[src/rtl/dda_sample_streamer.sv]
// dda_sample_streamer: sequences the DDA core's step enable and initial-condition
// load, snapshots v1/v2 every decim+1 steps and streams each snapshot as a
// byte-wide framed packet (A5, seq, v1, v2) over a valid/ready handshake.
module dda_sample_streamer #(
  parameter int N  = 16,
  parameter int CW = 8
) (
  input  logic          clk,
  input  logic          rst_n,
  input  logic          run,
  input  logic          init,
  input  logic [CW-1:0] decim,
  input  logic [N-1:0]  v1,
  input  logic [N-1:0]  v2,
  output logic          dda_en,
  output logic          dda_rst_n,
  output logic [7:0]    data,
  output logic          valid,
  input  logic          ready
);

  localparam int F  = 2 + N / 4;
  localparam int IW = $clog2(F);

  typedef enum logic {ST_INIT, ST_RUN} ctl_t;
  typedef enum logic {TX_IDLE, TX_SEND} tx_t;

  ctl_t            state, state_nx;
  tx_t             tx_state;
  logic [CW-1:0]   cnt;
  logic [7:0]      seq;
  logic [8*F-1:0]  frame;
  logic [IW-1:0]   idx;
  logic            due;
  logic            last_acc;
  logic            tx_busy;
  logic            capture;

  // Control decode, step gating and next control state.
  always_comb begin
    due       = (cnt >= decim);
    last_acc  = (tx_state == TX_SEND) && ready && (idx == IW'(F - 1));
    tx_busy   = (tx_state == TX_SEND) && !last_acc;
    dda_rst_n = (state == ST_RUN);
    dda_en    = (state == ST_INIT) ? 1'b1 : (run && !(due && tx_busy));
    capture   = (state == ST_RUN) && !init && dda_en && due;
    valid     = (tx_state == TX_SEND);
    data      = frame[8*F-1 -: 8];
    state_nx  = state;
    case (state)
      ST_INIT: state_nx = ST_RUN;
      ST_RUN:  if (init) state_nx = ST_INIT;
      default: state_nx = ST_INIT;
    endcase
  end

  // Control state register.
  always_ff @(posedge clk) begin
    if (!rst_n) state <= ST_INIT;
    else        state <= state_nx;
  end

  // Step counter and frame sequence number; init clears both.
  always_ff @(posedge clk) begin
    if (!rst_n) begin
      cnt <= '0;
      seq <= '0;
    end else if (state == ST_RUN) begin
      if (init) begin
        cnt <= '0;
        seq <= '0;
      end else if (dda_en) begin
        if (due) begin
          cnt <= '0;
          seq <= seq + 8'd1;
        end else begin
          cnt <= cnt + CW'(1);
        end
      end
    end
  end

  // Frame register and transmit sequencer.
  // The frame is a shift register: the head byte is always the one on 'data',
  // so idx only tracks position for last-byte detection.
  always_ff @(posedge clk) begin
    if (!rst_n) begin
      tx_state <= TX_IDLE;
      idx      <= '0;
      frame    <= '0;
    end else if (capture) begin
      tx_state <= TX_SEND;
      idx      <= '0;
      frame    <= {8'hA5, seq, v1, v2};
    end else if (tx_state == TX_SEND && ready) begin
      frame <= {frame[8*F-9:0], 8'h00};
      if (last_acc) begin
        tx_state <= TX_IDLE;
        idx      <= '0;
      end else begin
        idx <= idx + IW'(1);
      end
    end
  end

endmodule

[config.mk]
export PLATFORM = sky130hd
export DESIGN_NAME = dda_sample_streamer
export DESIGN_NICKNAME = d
export VERILOG_FILES = /design/src/rtl/dda_sample_streamer.sv
export SDC_FILE = /design/constraint.sdc
export NUM_CORES = 1
export LEC_CHECK = 0
export ABC_CLOCK_PERIOD_IN_PS = 2500
export CAP_MARGIN = 20
export CELL_PAD_IN_SITES_DETAIL_PLACEMENT = 2
export CELL_PAD_IN_SITES_GLOBAL_PLACEMENT = 2
export CORE_MARGIN = 2
export CORE_UTILIZATION = 27
export DETAILED_ROUTE_END_ITERATION = 16
export PLACE_DENSITY_LB_ADDON = 0.1
export RECOVER_POWER = 50
export SLEW_MARGIN = 25
export SYNTH_ARGS = -nofsm -noshare
export SYNTH_HDL_FRONTEND = slang
export SYNTH_SLANG_ARGS = --single-unit
[constraint.sdc]
create_clock -name clk -period 2.5 [get_ports clk]
set_clock_uncertainty 0.15 [all_clocks]
set_input_delay 0.5 -clock clk [delete_from_list [all_inputs] [get_ports clk]]
set_output_delay 0.5 -clock clk [all_outputs]
set_load 0.01 [all_outputs]
==> summary.txt <==
run results: Post-Synthesis Cell Area=3230 um^2, TritonCTS clock tree=built, status=finished with violations, final non-filler cell total=641, Cell Type Count=34, Top cell excl fill/tap=nand2_1, Warnings, synthesis=0, final setup vio count=10, setup ws final=-0.124 ns, worst slack, placed=-0.785 ns, YS chip area=3230 um^2, via count of the first global-routing pass=3,551, Final Cycle Share=105%, DR DRC count=0, pins over their slew limit=0, Critical Path AT=1.97 ns, Mean Syn Cell Area=7.89 um^2, Root Driver=clkbuf_16, Tap Count=143, Largest stage delay, worst path=0.44 ns, failing checks=setup timing
[synthesized netlist by cell type, drive strengths merged]
| master | instances | area (um^2) |
|---|---|---|
| nand4 | 1 | 6.26 |
| o211a | 7 | 70.1 |
| or3 | 3 | 18.8 |
| nand2 | 106 | 398 |
| nor2 | 38 | 143 |
| a21boi | 8 | 60.1 |
| a2111o | 1 | 11.3 |
| nand3 | 24 | 120 |
| a21oi | 15 | 75.1 |
| and3 | 4 | 25.0 |
| o21a | 1 | 7.51 |
| a21o | 1 | 7.51 |
| a311oi | 26 | 228 |
| o31ai | 3 | 22.5 |
| ha | 12 | 150 |
| a32o | 2 | 20.0 |
| nor3 | 2 | 10.0 |
| o211ai | 2 | 15.0 |
| and2 | 2 | 12.5 |
| nand2b | 5 | 38.8 |
| buf | 19 | 123 |
| or4 | 3 | 22.5 |
| a31oi | 7 | 50.1 |
| inv | 12 | 45.0 |
| clkbuf | 16 | 60.1 |
| dfxtp | 69 | 1380 |
| o21ai | 20 | 104 |
| xnor2 | 1 | 8.76 |
[registers in the layout, summed over array words and instances, names as in the netlist]
signal     cells
dda_rst_n      1
idx            3
cnt            8
seq            8
valid          1
frame         48
[cells by family after synthesis]
kind of cell | after synthesis | share of synthesized area (%)
and+or+nand+nor | 188 | 24.6
buffers and inverters | 47 | 7.04
adders and majority gates | 12 | 4.64
AOI/OAI and AO/OA | 93 | 20.7
xor gates and xnor gates | 1 | 0.271
DFF | 69 | 42.7
[report_power, final]
group | leakage (nW) | internal [mW] | switching [mW]
combinational | 1.27 | 0.126 | 0.0960
sequential | 0.556 | 1.10 | 0.00447
clock | 0.153 | 0.868 | 0.463
total | 1.98 | 2.10 | 0.564
[per-layer routing]
metal,part of all wire (%),routed length (um)
met1,44,5290
met2,52,6180
met3,3.1,370
met4,0.66,79
met5,0,0
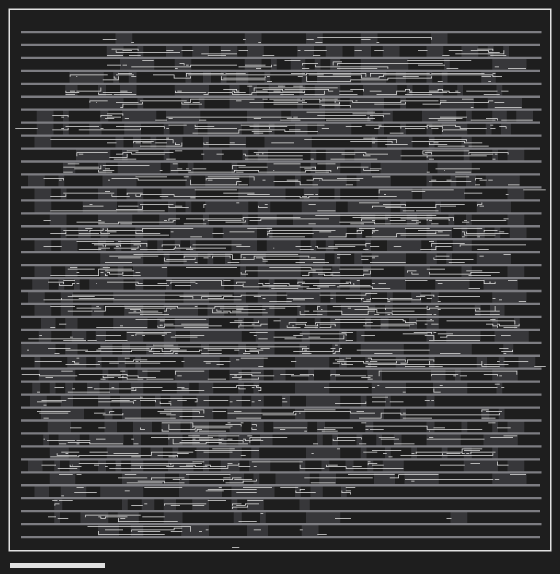
(the metal 1 layer)
Scale bar: 20 um. Supply wires on this layer in gray. Cells faint in the background.
longest straight run: 43.2 um
share of all routed wire: 44%
main direction: horizontal
wire length on this layer: 5,290 um
nets with wire on the layer: 498

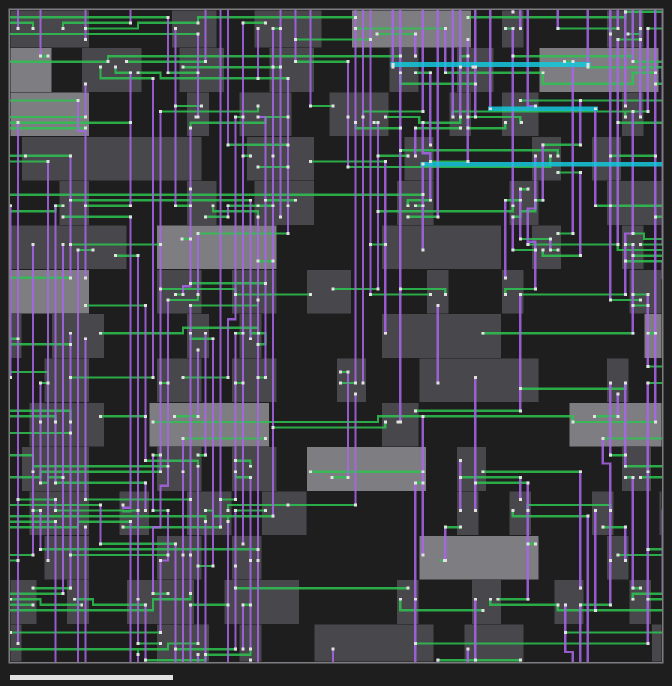
(close-up of the layout)
Scale bar: 10 um. Region (37, 14) to (77, 54) um. Cells in gray, sequential cells in the stronger gray; small squares are vias.
[cyan] M3
[green] M1
[purple] M2
cells with their middle in the window: 84
netlist names of flops here include: cnt (3), idx (2), seq (2)
sequential cells in the window: 9
most frequent: buf_4 (11), dfxtp_1 (9), nor2_1 (8)

Power and IR drop assume default switching activity.
